**src/rtl/coin_conditioner.sv**
```systemverilog
// Coin front end: 2-flop sync + debounce per line, rising-edge events into a DEPTH-entry FIFO, one pulse per coin.
// Press-to-pulse latency DB_CYCLES+2 edges; bev=1 freezes the FIFO head, and an event arriving at a full FIFO is dropped and flagged.
module coin_conditioner #(
  parameter int DB_CYCLES = 4,
  parameter int DEPTH     = 4
) (
  input  logic                     clk,
  input  logic                     reset,
  input  logic                     coin_half_raw,
  input  logic                     coin_one_raw,
  input  logic                     bev,
  output logic                     half,
  output logic                     one,
  output logic [$clog2(DEPTH):0]   pending,
  output logic                     coin_reject
);

  localparam int CW = $clog2(DEPTH) + 1;
  localparam int PW = $clog2(DEPTH);
  localparam int NW = $clog2(DB_CYCLES);

  // Bit 0 is the half channel, bit 1 the one channel.
  logic [1:0]    raw, s1, s2, lvl, lvl_d, ev;
  logic [NW-1:0] cnt [2];

  assign raw = {coin_one_raw, coin_half_raw};
  assign ev  = lvl & ~lvl_d;

  always_ff @(posedge clk or negedge reset) begin
    if (!reset) begin
      s1     <= '0;
      s2     <= '0;
      lvl    <= '0;
      lvl_d  <= '0;
      cnt[0] <= '0;
      cnt[1] <= '0;
    end else begin
      s1    <= raw;
      s2    <= s1;
      lvl_d <= lvl;
      for (int c = 0; c < 2; c++) begin
        if (s2[c] == lvl[c]) begin
          cnt[c] <= '0;
        end else if (cnt[c] == NW'(DB_CYCLES - 1)) begin
          lvl[c] <= s2[c];
          cnt[c] <= '0;
        end else begin
          cnt[c] <= cnt[c] + NW'(1);
        end
      end
    end
  end

  logic          mem [DEPTH];
  logic [PW-1:0] wr_ptr, rd_ptr;
  logic [CW-1:0] count, free;
  logic          present, acc_h, acc_o;

  // A pop in the same cycle frees a slot for an incoming event.
  assign present = (count != '0) && !bev;
  assign free    = CW'(DEPTH) - count + CW'(present);
  assign acc_h   = ev[0] && (free != '0);
  assign acc_o   = ev[1] && (free > CW'(acc_h));

  assign half    = present && !mem[rd_ptr];
  assign one     = present &&  mem[rd_ptr];
  assign pending = count;

  always_ff @(posedge clk or negedge reset) begin
    if (!reset) begin
      wr_ptr      <= '0;
      rd_ptr      <= '0;
      count       <= '0;
      coin_reject <= 1'b0;
    end else begin
      if (present) rd_ptr <= rd_ptr + PW'(1);
      wr_ptr      <= wr_ptr + PW'(acc_h) + PW'(acc_o);
      count       <= count + CW'(acc_h) + CW'(acc_o) - CW'(present);
      coin_reject <= (ev[0] && !acc_h) || (ev[1] && !acc_o);
    end
  end

  always_ff @(posedge clk) begin
    if (acc_h) mem[wr_ptr] <= 1'b0;
    if (acc_o) mem[wr_ptr + PW'(acc_h)] <= 1'b1;
  end

endmodule

```
**config.mk**
```make
export PLATFORM = sky130hd
export DESIGN_NAME = coin_conditioner
export DESIGN_NICKNAME = d
export VERILOG_FILES = /design/src/rtl/coin_conditioner.sv
export SDC_FILE = /design/constraint.sdc
export NUM_CORES = 1
export LEC_CHECK = 0
export ABC_AREA = 1
export CAP_MARGIN = 20
export CORE_UTILIZATION = 52
export CTS_BUF_LIST = sky130_fd_sc_hd__clkbuf_8
export DETAILED_ROUTE_END_ITERATION = 10
export GPL_ROUTABILITY_DRIVEN = 0
export PLACE_DENSITY = 0.73
export SLEW_MARGIN = 20
export SYNTH_ARGS = -nofsm -noshare
export SYNTH_HDL_FRONTEND = slang
export SYNTH_SLANG_ARGS = --single-unit
```
**constraint.sdc**
```tcl
create_clock -name clk -period 3.8 [get_ports clk]
set_input_delay 0.76 -clock clk [delete_from_list [all_inputs] [get_ports clk]]
set_output_delay 0.76 -clock clk [all_outputs]
set_load 0.05 [all_outputs]
```
### Logic cells by family

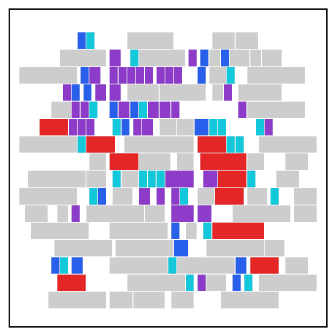
| colour | family | cells | most used |
|---|---|---|---|
| cyan | inv cells | 25 | inv_1 |
| purple | nand cells | 37 | nand2_1 |
| red | fa/ha/maj cells | 10 | ha_1 |
| blue | nor cells | 18 | nor2_1 |

### Routing congestion map

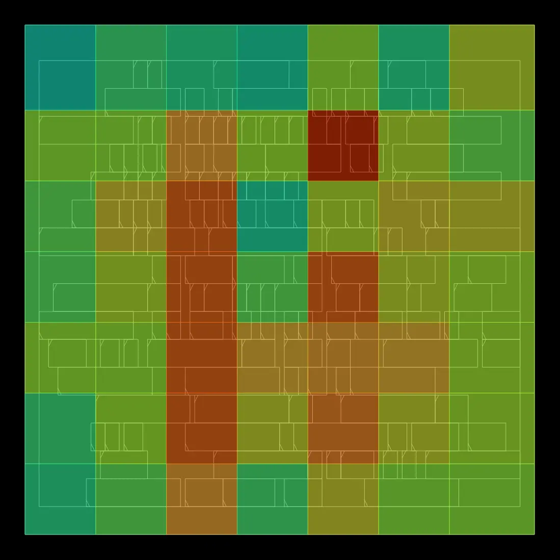
end-of-flow core utilization: 71.0%
global-route met3 utilization: 3.40%
met2 demand-to-capacity share in global routing: 32.4%
wire length per cell after detailed routing: 11.5 um
global route hottest layer: met2

### Where the registers sit

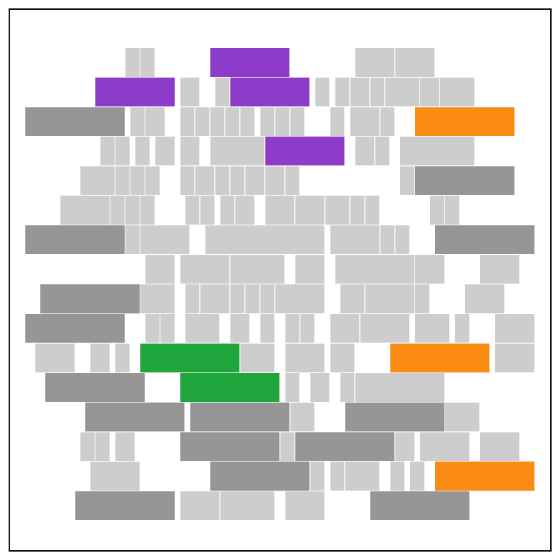
| colour | signal | placed flops |
|---|---|---|
| orange | pending | 3 |
| green | lvl_d | 2 |
| purple | mem | 4 |
register share of the cell area: 40.0%
area taken by flip-flops and latches: 581 um2

==> results.py <==
# Physical implementation metrics
metrics = {
    "status": {
        "run_status": "finished, final reports clean",
    },
    "final_timing": {
        "maxSlewHeadroom_pct": 43.4,
        "hold_viol_final": 0,
        "clock-skew-final_ps": 1.53,
        "post-route-min-period_ps": 3640,
        "finalCritPeriodShare_pct": 95.7,
        "timing.setup.tns_ps": 0,
    },
    "setup_path": {
        "biggest_fanout_along_the_worst_timing_path": 2,
        "cp-startpoint": "bev",
        "timing.reg2reg.setup_slack_ps": 470,
        "critPathKind": "in2reg",
        "required_ps": 4000,
        "path_cells": "clkdlybuf4s50_1, o21bai_4, ha_1, inv_1, ha_1, nor2_2, nand3_2, nand2_1, inv_1, ha_1, inv_1, nand2_1, a21oi_2, fa_2, fa_1, xnor2_1, xor2_1",
    },
    "floorplan": {
        "fp_util_pct": 58.0,
        "chipHeight_um": 49.7,
        "dieArea_um2": 2470,
        "die-width_um": 49.7,
        "fp.coreArea_um2": 2040,
    },
    "clocking": {
        "ctsRootBufferMaster": "clkbuf_8",
        "cts_tree": "built",
        "cts-buffers-inserted": 3,
        "clock_insertion_delay_worst_skew_ps": 270,
        "post_cts.repair.setup_buffers": 0,
        "cts.sinks": 24,
    },
    "logic_synthesis": {
        "biggest_combinational_cell_group_after_synthesis": "simple AND/OR/NAND/NOR gates",
        "yosysTopAreaCellShare_pct": 42.3,
        "ys_cells": 130,
        "mux_share_pct": 0,
        "compound_area_share_pct": 5.50,
        "synth_cells": 130,
        "yosys-top-cells-area": "dfrtp_1 (42%), ha_1 (8.5%), inv_1 (7.6%)",
        "common_cells": "inv_1 (24), nand2_1 (24), dfrtp_1 (20)",
        "yosys_warnings": 0,
        "post-synth-top-area-cell": "dfrtp_1",
        "synth-area-yosys_um2": 1180,
        "synth_xor_xnor_area_share_pct": 5.18,
        "synth-edff-count": 0,
    },
    "cells_and_area": {
        "final_area_um2": 1450,
    },
    "grt": {
        "wire_length_of_the_first_global_routing_pass_mm": 3.55,
        "gr-total-overflow": 0,
        "antenna_found_initial": 0,
    },
    "drt": {
        "antenna_violating_nets_post_route": 0,
    },
}
==> registers in the layout, indices dropped and copies added, names as in the netlist <==
signal	flops
mem	4
pending	3
s2	2
wr_ptr	2
rd_ptr	2
lvl	2
s1	2
cnt	4
coin_reject	1
lvl_d	2
==> kinds of logic after synthesis <==
kind of cell / Yosys count
AND-OR/OR-AND: 9
AND/OR/NAND/NOR: 55
adder cells (fa/ha/maj): 10
flip-flops: 24
buffers and inverters: 25
XOR/XNOR: 7
==> through the flow <==
stage / hold WS [ps] / setup slack (ps)
2_1_floorplan: 331 / 244
3_5_place_dp: 346 / -102
5_1_grt: 387 / -1.86
4_1_cts: 370 / 118
3_3_place_gp: 333 / 9.44
6_report: 361 / 162
==> path summary, 6_finish.rpt <==
check / to / cells after the start
max in group asynchronous: wr_ptr[1] / 1
setup / recovery: pending[2] / 17
hold reg to reg: s2[1] / 0
hold / removal: s2[1] / 0
min in group asynchronous: pending[2] / 1
setup reg to reg: pending[2] / 18
==> layer usage <==
metal / routed length, um / track usage [%] / vias to the layer above / share of wire [%]
met3: 51 / 3.40 / 5 / 2.5
li1: - / - / 439 / -
met1: 931 / 23.7 / 392 / 46
met2: 1010 / 32.4 / 16 / 50
met5: 0 / 0 / - / 0
met4: 43 / 10.5 / 0 / 2.1
==> layout make-up <==
type	instances	area [um2]
sequential	24	581
timing repair buffer	17	153
clock buffer	3	41.3
multi-input combinational	81	518
tap	27	33.8
inverter	25	93.8
clock inverter	1	30.0
fill	159	592
==> cells in the final DEF (no fill, tap or decap), drive strengths merged <==
cell type,synthesis,final
xnor2,4,4
dfrtp,20,20
nor3,2,2
nand4,1,1
o21ai,5,5
nor2,16,16
fa,2,2
buf,0,7
dfxtp,4,4
o21bai,1,1
bufinv,0,1
xor2,3,3
nand2,26,26
inv,25,25
clkdlybuf4s50,0,10
o211ai,1,1
a21oi,2,2
nand3,10,10
clkbuf,0,3
ha,8,8
